--- src/rtl/procesor_pkg.sv ---
// procesor_pkg: shared instruction classes, sub-codes, ALU ops, flag indices and FSM states for procesor_mc
package procesor_pkg;
  localparam logic [1:0] CL_REG = 2'd0;
  localparam logic [1:0] CL_IMM = 2'd1;
  localparam logic [1:0] CL_MEM = 2'd2;
  localparam logic [1:0] CL_CTL = 2'd3;
  localparam logic [3:0] C_NOP  = 4'd0;
  localparam logic [3:0] C_STR  = 4'd1;
  localparam logic [3:0] C_STM  = 4'd2;
  localparam logic [3:0] C_JMP  = 4'd3;
  localparam logic [3:0] C_JZ   = 4'd4;
  localparam logic [3:0] C_JC   = 4'd5;
  localparam logic [3:0] C_CALL = 4'd6;
  localparam logic [3:0] C_RET  = 4'd7;
  localparam logic [3:0] C_HALT = 4'd15;
  localparam logic [2:0] OP_ADD = 3'd0;
  localparam logic [2:0] OP_SUB = 3'd1;
  localparam logic [2:0] OP_AND = 3'd2;
  localparam logic [2:0] OP_OR  = 3'd3;
  localparam logic [2:0] OP_XOR = 3'd4;
  localparam logic [2:0] OP_LD  = 3'd5;
  localparam logic [2:0] OP_SHL = 3'd6;
  localparam logic [2:0] OP_SHR = 3'd7;
  localparam int F_Z = 0;
  localparam int F_C = 1;
  localparam int F_N = 2;
  localparam int F_V = 3;
  typedef enum logic [1:0] {FETCH, EXEC, MEM, HALT} state_t;
endpackage

--- src/rtl/procesor_mc_regfile.sv ---
// regfile_p: 2**REG_AW x DATA_W register file; ports clk/rst, sync write (we/waddr/wdata), comb read (raddr/rdata)
module regfile_p #(
  parameter int DATA_W = 16,
  parameter int REG_AW = 5
) (
  input  logic              clk,
  input  logic              rst,
  input  logic              we,
  input  logic [REG_AW-1:0] waddr,
  input  logic [DATA_W-1:0] wdata,
  input  logic [REG_AW-1:0] raddr,
  output logic [DATA_W-1:0] rdata
);
  logic [DATA_W-1:0] rf [2**REG_AW];
  always_ff @(posedge clk or posedge rst)
    if (rst) for (int i = 0; i < 2**REG_AW; i++) rf[i] <= '0;
    else if (we) rf[waddr] <= wdata;
  assign rdata = rf[raddr];
endmodule

--- src/rtl/procesor_mc.sv ---
// procesor_mc: multi-cycle accumulator core; ports clk/rst, ins_addr/ins_data ROM, mem_* req/ack data bus, halted, dbg_a
module procesor_mc
  import procesor_pkg::*;
#(
  parameter int DATA_W = 16,
  parameter int PC_W = 16,
  parameter int REG_AW = 5,
  parameter int MEM_AW = 10,
  localparam int INS_W = DATA_W + 6
) (
  input  logic              clk,
  input  logic              rst,
  output logic [PC_W-1:0]   ins_addr,
  input  logic [INS_W-1:0]  ins_data,
  output logic              mem_req,
  output logic              mem_we,
  output logic [MEM_AW-1:0] mem_addr,
  output logic [DATA_W-1:0] mem_wdata,
  input  logic [DATA_W-1:0] mem_rdata,
  input  logic              mem_ack,
  output logic              halted,
  output logic [DATA_W-1:0] dbg_a
);
  state_t state, state_n;
  logic [PC_W-1:0] pc, pc_n, pc_inc, link;
  logic [DATA_W-1:0] a, b, res, rf_rdata, op;
  logic [DATA_W:0] sum, dif;
  logic [3:0] flags, flags_n, sub;
  logic [INS_W-1:0] ir;
  logic [1:0] cls;
  logic ctl, is_mem_op, is_halt, jump, alu_we, c, v;
  assign cls = ir[INS_W-1 -: 2];
  assign sub = ir[INS_W-3 -: 4];
  assign op = ir[DATA_W-1:0];
  assign ctl = cls == CL_CTL;
  assign is_mem_op = cls == CL_MEM || (ctl && sub == C_STM);
  assign is_halt = ctl && sub == C_HALT;
  assign pc_inc = pc + 1'b1;
  assign b = cls == CL_REG ? rf_rdata : cls == CL_IMM ? op : mem_rdata;
  assign sum = {1'b0, a} + {1'b0, b};
  assign dif = {1'b0, a} - {1'b0, b};
  assign alu_we = (state == EXEC && !cls[1]) || (state == MEM && mem_ack && cls == CL_MEM);
  assign jump = ctl && (sub == C_JMP || sub == C_CALL || (sub == C_JZ && flags[F_Z]) || (sub == C_JC && flags[F_C]));
  assign mem_req = state == MEM;
  assign mem_we = mem_req && ctl;
  assign halted = state == HALT;
  assign ins_addr = pc;
  assign dbg_a = a;
  regfile_p #(.DATA_W(DATA_W), .REG_AW(REG_AW)) u_rf (
    .clk(clk),
    .rst(rst),
    .we(state == EXEC && ctl && sub == C_STR),
    .waddr(op[REG_AW-1:0]),
    .wdata(a),
    .raddr(op[REG_AW-1:0]),
    .rdata(rf_rdata)
  );
  always_comb begin
    res = '0;
    c = 1'b0;
    v = flags[F_V];
    case (sub[2:0])
      OP_ADD: begin
        res = sum[DATA_W-1:0];
        c = sum[DATA_W];
        v = a[DATA_W-1] == b[DATA_W-1] && res[DATA_W-1] != a[DATA_W-1];
      end
      OP_SUB: begin
        res = dif[DATA_W-1:0];
        c = dif[DATA_W];
        v = a[DATA_W-1] != b[DATA_W-1] && res[DATA_W-1] != a[DATA_W-1];
      end
      OP_AND: res = a & b;
      OP_OR:  res = a | b;
      OP_XOR: res = a ^ b;
      OP_LD:  res = b;
      OP_SHL: begin
        res = a << 1;
        c = a[DATA_W-1];
      end
      default: begin
        res = a >> 1;
        c = a[0];
      end
    endcase
    flags_n = {v, res[DATA_W-1], c, res == '0};
  end
  always_comb begin
    state_n = state;
    pc_n = pc;
    case (state)
      FETCH: state_n = EXEC;
      EXEC: begin
        state_n = is_mem_op ? MEM : is_halt ? HALT : FETCH;
        pc_n = is_mem_op || is_halt ? pc : jump ? op[PC_W-1:0] : ctl && sub == C_RET ? link : pc_inc;
      end
      MEM: begin
        state_n = mem_ack ? FETCH : MEM;
        pc_n = mem_ack ? pc_inc : pc;
      end
      default: state_n = HALT;
    endcase
  end
  always_ff @(posedge clk or posedge rst)
    if (rst) begin
      state <= FETCH;
      pc <= '0;
      a <= '0;
      flags <= '0;
      link <= '0;
      ir <= '0;
      mem_addr <= '0;
      mem_wdata <= '0;
    end else begin
      state <= state_n;
      pc <= pc_n;
      a <= alu_we ? res : a;
      flags <= alu_we ? flags_n : flags;
      if (state == FETCH) ir <= ins_data;
      if (state == EXEC && ctl && sub == C_CALL) link <= pc_inc;
      if (state == EXEC && is_mem_op) begin
        mem_addr <= op[MEM_AW-1:0];
        mem_wdata <= a;
      end
    end
endmodule

--- config.mk ---
export PLATFORM = sky130hd
export DESIGN_NAME = procesor_mc
export DESIGN_NICKNAME = d
export VERILOG_FILES = /design/src/rtl/procesor_pkg.sv /design/src/rtl/procesor_mc_regfile.sv /design/src/rtl/procesor_mc.sv
export SDC_FILE = /design/constraint.sdc
export NUM_CORES = 1
export LEC_CHECK = 0
export ABC_AREA = 1
export CAP_MARGIN = 20
export CORE_ASPECT_RATIO = 0.8
export CORE_MARGIN = 2
export CORE_UTILIZATION = 36
export DETAILED_ROUTE_END_ITERATION = 10
export PLACE_DENSITY = 0.59
export SYNTH_ARGS = -nofsm -noshare
export SYNTH_HDL_FRONTEND = slang
export SYNTH_SLANG_ARGS = --single-unit
export TNS_END_PERCENT = 100
--- constraint.sdc ---
create_clock -name clk -period 26 [get_ports clk]
set_input_delay 3.9 -clock clk [delete_from_list [all_inputs] [get_ports clk]]
set_output_delay 3.9 -clock clk [all_outputs]
set_load 0.01 [all_outputs]
Fig. 1: run 1, routed clock nets over the placement
Drawn at 1 px/um.
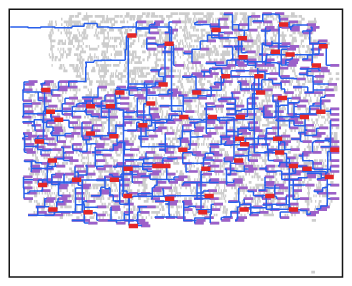
[red] cells driving clock nets | count: 60
[purple] flip-flops | count: 612
[blue] clock wires | length: 8190 um
routed clock nets: 61

Fig. 2: run 1, port wiring
Drawn at 1.5 px/um.
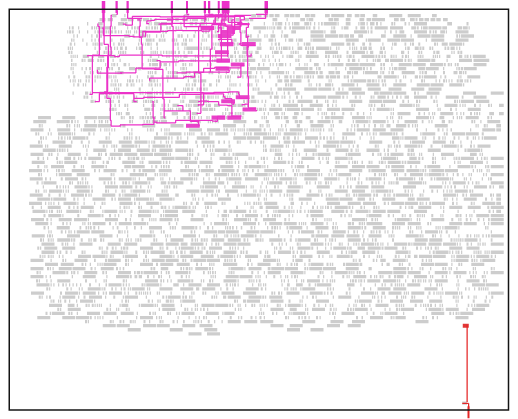
| color | port | bits | direction | edge | end cells | buffers | wire |
|---|---|---|---|---|---|---|---|
| red | rst | 1 | input | bottom | 1 | 1 | 58.7 um |
| magenta | dbg_a | 16 | output | top | 16 | 16 | 1980 um |
IO Port Bufs: 101
Ports: 102

Fig. 3: run 1, cell classes on the final placement
Drawn at 1 px/um.
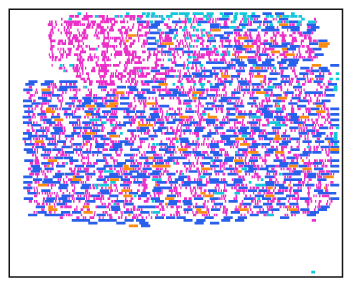
| color | class | cells | share of their area |
|---|---|---|---|
| blue | flops | 612 | 45% |
| magenta | all other logic | 3298 | 43% |
| orange | clock drivers and dummy loads | 109 | 5.9% |
| cyan | other buffers and delay cells | 177 | 5.6% |

run 1: power by group:
group / total, mW / internal, mW / switching (mW)
clock network: 0.896 / 0.508 / 0.388
logic: 1.40 / 0.349 / 1.06
registers: 1.14 / 1.04 / 0.103
run 1: state kept, by name (all words and copies together) (netlist names):
register	count
ir	22
mem_addr	10
u_rf.rf	512
flags	2
dbg_a	16
state	2
link	16
mem_wdata	16
ins_addr	16
run 1: per-stage QoR:
stage / util [%] / hold WS [ps]
2_1_floorplan: - / 437
3_3_place_gp: 38.4 / 453
3_5_place_dp: 38.5 / 454
4_1_cts: 40.8 / 469
5_1_grt: 41.2 / 495
6_report: 41.2 / 466
run 1: worst reg2reg max path: cells and delay by family (launching register included):
family        cells  cell delay (ps)
simple gates     24             3640
fa+ha+maj         1              430
buf+inv           3             1180
flops             1              700
==> impl_metrics.tcl, run 1 <==
# metrics dict for downstream scripts
set metrics [dict create \
    clk_pin_slew_ps 60 \
    die_h_um 266 \
    drv_slew 0 \
    finalClockPeriodUsage_pct 25.2 \
    post_drt_wl_per_cell_um 19.3 \
    dp.cells 5199 \
    critPathMaxFanout 9 \
    grt_use_met3_pct 4.69 \
    min-delay-start "link[2]" \
    drv_cap 0 \
    lay_top_count "nand2_1" \
    cp.required_ps 26590 \
    critical_path_buf_inv_count 4 \
    hold_class "register to register" \
    edf_count 0 \
    fin_area_mm2 0.0352 \
    wl_met3_mm 8.90 \
    worstReg2RegEnd "flags[0]" \
    drive_above_1_share_pct 4.86 \
    rsz0062_at_grt "no" \
    critPathSlowestCell "ha_1" \
    nClkBuffers 91 \
    flops 612 \
    clock-sinks 612 \
    crit_end "flags[0]" \
    cts_hold_buf 0 \
    synth_cell_types 40 \
    synth_nets 4294 \
    fmax_mhz 152 \
    clockBufferDepth 3 \
    ys_chip_area_mm2 0.0309 \
    tool_warnings 73 \
    inv_count 194 \
    rows 96 \
    largest_cell_class "registers" \
    crit_start "mem_rdata[9]" \
    hpwl_mm 64.1 \
    dr_wl_met2_mm 41.3 \
    seq_share_pct 43.6 \
    nonClkBufAreaFrac_pct 5.34 \
    syn_inst 4193 \
    numCtsBuffers 60 \
    ys_seq_share_pct 49.5 \
    maxSlewHeadroom_pct 33.4 \
    place_area_mm2 0.0329 \
    logic_gates 3104 \
    yosys_cells 4193 \
    clockRootBuffer "clkbuf_16" \
    maxUsedRoutingLayer "met5" \
    die-area_mm2 0.0883 \
    drcViolationCount 0 \
    synthTopLogicFamily "simple AND/OR/NAND/NOR gates" \
    p_per_area_mw_per_mm2 97.9 \
    timing.rr.start "ir[0]" \
    nets 4250 \
    grt_antenna_before_repair 3 \
    crit_cells 21 \
    grt_max_degree 162 \
    synthMuxAreaShare_pct 0.0728 \
    holdPathStages 2 \
    ys.flop_type "dfrtp_1" \
    yosysWarningCount 0 \
    clock_area_share_pct 5.67 \
    overflow 0 \
    simple_gate_area_share_pct 28.4 \
    viasPerCell 5.23 \
    synth-async-reset-ratio_pct 100 \
    adder_share_pct 2.47 \
    ys_sh_aoi_pct 13.1 \
    rrSetupSlack_ps 20000 \
    syn_area_mm2 0.0309 \
    worstSetupStartpointType "primary input" \
    wl_met1_mm 49.6 \
    busiest_layer "met1" \
    critical_path.top_delay_family "simple AND/OR/NAND/NOR gates" \
    gr-usage-met1_pct 35.7 \
    peakVddDrop_uv 77.1 \
    crit_top_cell "nand2_1" \
    ys_ff 612 \
    fp_util_pct 36.2 \
    min_period_ps 6560 \
    synth_top_cell_by_area "dfrtp_1" \
    drt-total-wl_mm 103 \
    drt_pre_antenna_iters 6 \
    rr_worst_depth 28 \
    worstSetupEndpointType "register" \
    place_congestion 0.928 \
    cts_tree "done" \
    grt_use_met2_pct 32.2 \
    clock-skew-final_ps 44.4 \
    final_cells 5323 \
    die_x_um 332 \
    dr_total_vias 27900 \
    taps 1127 \
    final-comb-area_mm2 0.0138 \
    dp_slack_ps 18570 \
    syn_area_per_cell_um2 7.38 \
    grt_pass1_vias 25700 \
    htree_levels 2 \
    status "finished, final reports clean" \
    cts_setup_buffers 0 \
    grt_pass1_wl_mm 159 \
    p_leak_nw 17.0 \
    cts_resized 0 \
    synthTopCellsByCount "nand2_1 (1882), o21ai_0 (656), dfrtp_1 (612)" \
]
Fig. 4: run 1, placed standard cells
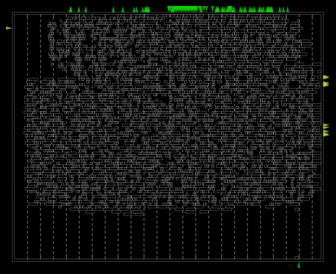

==> run 2: changes to the inputs <==
- clock period: 26 -> 6.3 ns (I/O delays scaled with it)
Fig. 5: run 2, placed standard cells
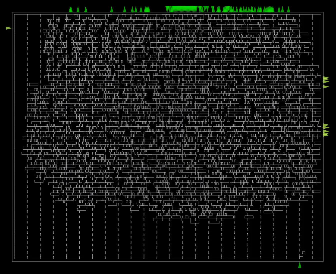
registers: 612
Finished Core Util: 41.6%
final non-filler cell total: 5347
flop share of the area: 43.1%

Fig. 6: run 2, port wiring
Drawn at 1.5 px/um.
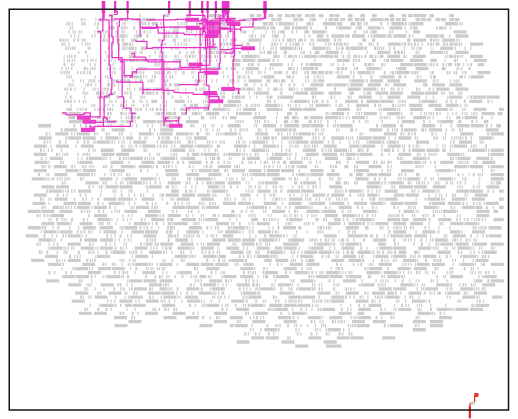
| color | port | bits | direction | edge | end cells | buffers | wire |
|---|---|---|---|---|---|---|---|
| magenta | dbg_a | 16 | output | top | 16 | 16 | 1640 um |
| red | rst | 1 | input | bottom | 1 | 1 | 7.70 um |

==> run 2 against run 1 <==
Against the previous run: register-to-register slack worse by 19000 ps; worst hold slack better by 2.7 ps; synthesized cell count unchanged; wire length up 3.3%; utilization up 0.43 points; sequential share of layout area down 0.45 points; clock-buffer cell count up 6; setup slack worse by 18000 ps; flip-flop count unchanged; final cell count up 0.45%; first-iteration DRC count down 2.4%; total power rose to 4.2 times the previous value; critical endpoint unchanged; largest cell class unchanged; largest power group unchanged; highest routed layer is now met4.
==> impl_metrics.tcl, run 2 <==
# metrics dict for downstream scripts
set metrics [dict create \
    status "finished, final reports clean" \
    critical_path.top_delay_family "simple AND/OR/NAND/NOR gates" \
    numCtsBuffers 60 \
    simple_gate_area_share_pct 28.4 \
    die_x_um 332 \
    rows 96 \
    synth_nets 4294 \
    synthTopCellsByCount "nand2_1 (1882), o21ai_0 (656), dfrtp_1 (612)" \
    min_period_ps 4820 \
    wl_met1_mm 50.4 \
    critPathMaxFanout 59 \
    worstSetupEndpointType "register" \
    synth_top_cell_by_area "dfrtp_1" \
    wl_met3_mm 9.46 \
    overflow 0 \
    post_drt_wl_per_cell_um 19.8 \
    ys_seq_share_pct 49.5 \
    crit_end "flags[0]" \
    grt_pass1_wl_mm 163 \
    io_pins 102 \
    syn_area_mm2 0.0309 \
    clockBufferDepth 3 \
    clk_pin_slew_ps 70 \
    clock_area_share_pct 5.97 \
    portBuffers 101 \
    clockPowerShare_pct 26.6 \
    p_sw_mw 6.47 \
    drt-total-wl_mm 106 \
    place_congestion 0.945 \
    die_h_um 266 \
    critPathSlowestCell "dfrtp_4" \
    lay_top_count "nand2_1" \
    cts_hold_buf 0 \
    ys_ff 612 \
    busiest_layer "met1" \
    drive_above_1_share_pct 5.50 \
    drv_slew 0 \
    yosys_cells 4193 \
    worstSetupStartpointType "register" \
    rrSetupSlack_ps 1480 \
    logic_gates 3104 \
    nClkBuffers 97 \
    worstReg2RegEnd "flags[0]" \
    grt_antenna_before_repair 2 \
    nonClkBufAreaFrac_pct 5.95 \
    ys_chip_area_mm2 0.0309 \
    ys.flop_type "dfrtp_1" \
    die-area_mm2 0.0883 \
    seqPwrFrac_pct 32.3 \
    reg_top3 "u_rf.rf x512, ir x22" \
    nets 4273 \
    synth_cell_types 40 \
    share_comb_of_total_power_pct 41.1 \
    dr_wl_met2_mm 43.6 \
    grt_max_degree 106 \
    place_area_mm2 0.0332 \
    htree_levels 2 \
    synthTopLogicFamily "simple AND/OR/NAND/NOR gates" \
    internal-power_mw 8.09 \
    dp.cells 5225 \
    crit_cells 26 \
    cts_tree "done" \
    hold_class "register to register" \
    hpwl_mm 68.1 \
    peakVddDrop_uv 209 \
    holdPathStages 2 \
    critical_path_buf_inv_count 3 \
    viasPerCell 5.22 \
    drcViolationCount 0 \
    drv_cap 0 \
    yosysWarningCount 0 \
    finalClockPeriodUsage_pct 76.5 \
    p_leak_nw 17.2 \
    grt_use_met3_pct 5.03 \
    clock-sinks 612 \
    timing.rr.start "ir[0]" \
    min-delay-start "link[2]" \
    crit_start "ir[0]" \
    maxSlewHeadroom_pct 30.7 \
    fp_util_pct 36.2 \
    cts_setup_buffers 0 \
    tool_warnings 70 \
    cp.required_ps 6890 \
]
Fig. 7: run 2, register map, names as in the netlist
Drawn at 1 px/um. Other sequential cells in the stronger gray, the rest of the logic in the fainter gray.
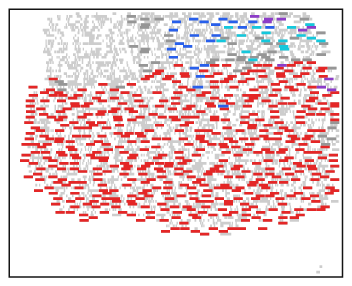
| color | name in the netlist | placed flops |
|---|---|---|
| blue | ir | 22 |
| red | u_rf.rf | 512 |
| cyan | ins_addr | 16 |
| purple | mem_addr | 10 |
not colored: 52
Flop area: 0.0153 mm^2
Flop+latch power: 4.70 mW

[run 2: cell counts after synthesis]
Identical to the previous run, type by type.
[run 2: power groups by stage]
| stage | clock network [mW] | registers (mW) | logic [mW] |
|---|---|---|---|
| 6_report | 3.87 | 4.70 | 5.99 |
| 5_1_grt | 4.09 | 4.75 | 6.47 |
| 4_1_cts | 3.94 | 4.69 | 5.87 |
| 3_5_place_dp | 0 | 4.76 | 5.85 |
| 3_3_place_gp | 0 | 4.76 | 5.86 |
| 2_1_floorplan | 0 | 4.65 | 3.48 |
[run 2: stage by stage]
step                      worst slack, ps  hold slack (ps)
after floorplan                     -3000              437
after global placement               1630              452
after detailed placement             1630              455
after CTS                            1590              470
after global routing                 1040              495
final                                1480              469
Power and IR drop assume default switching activity.
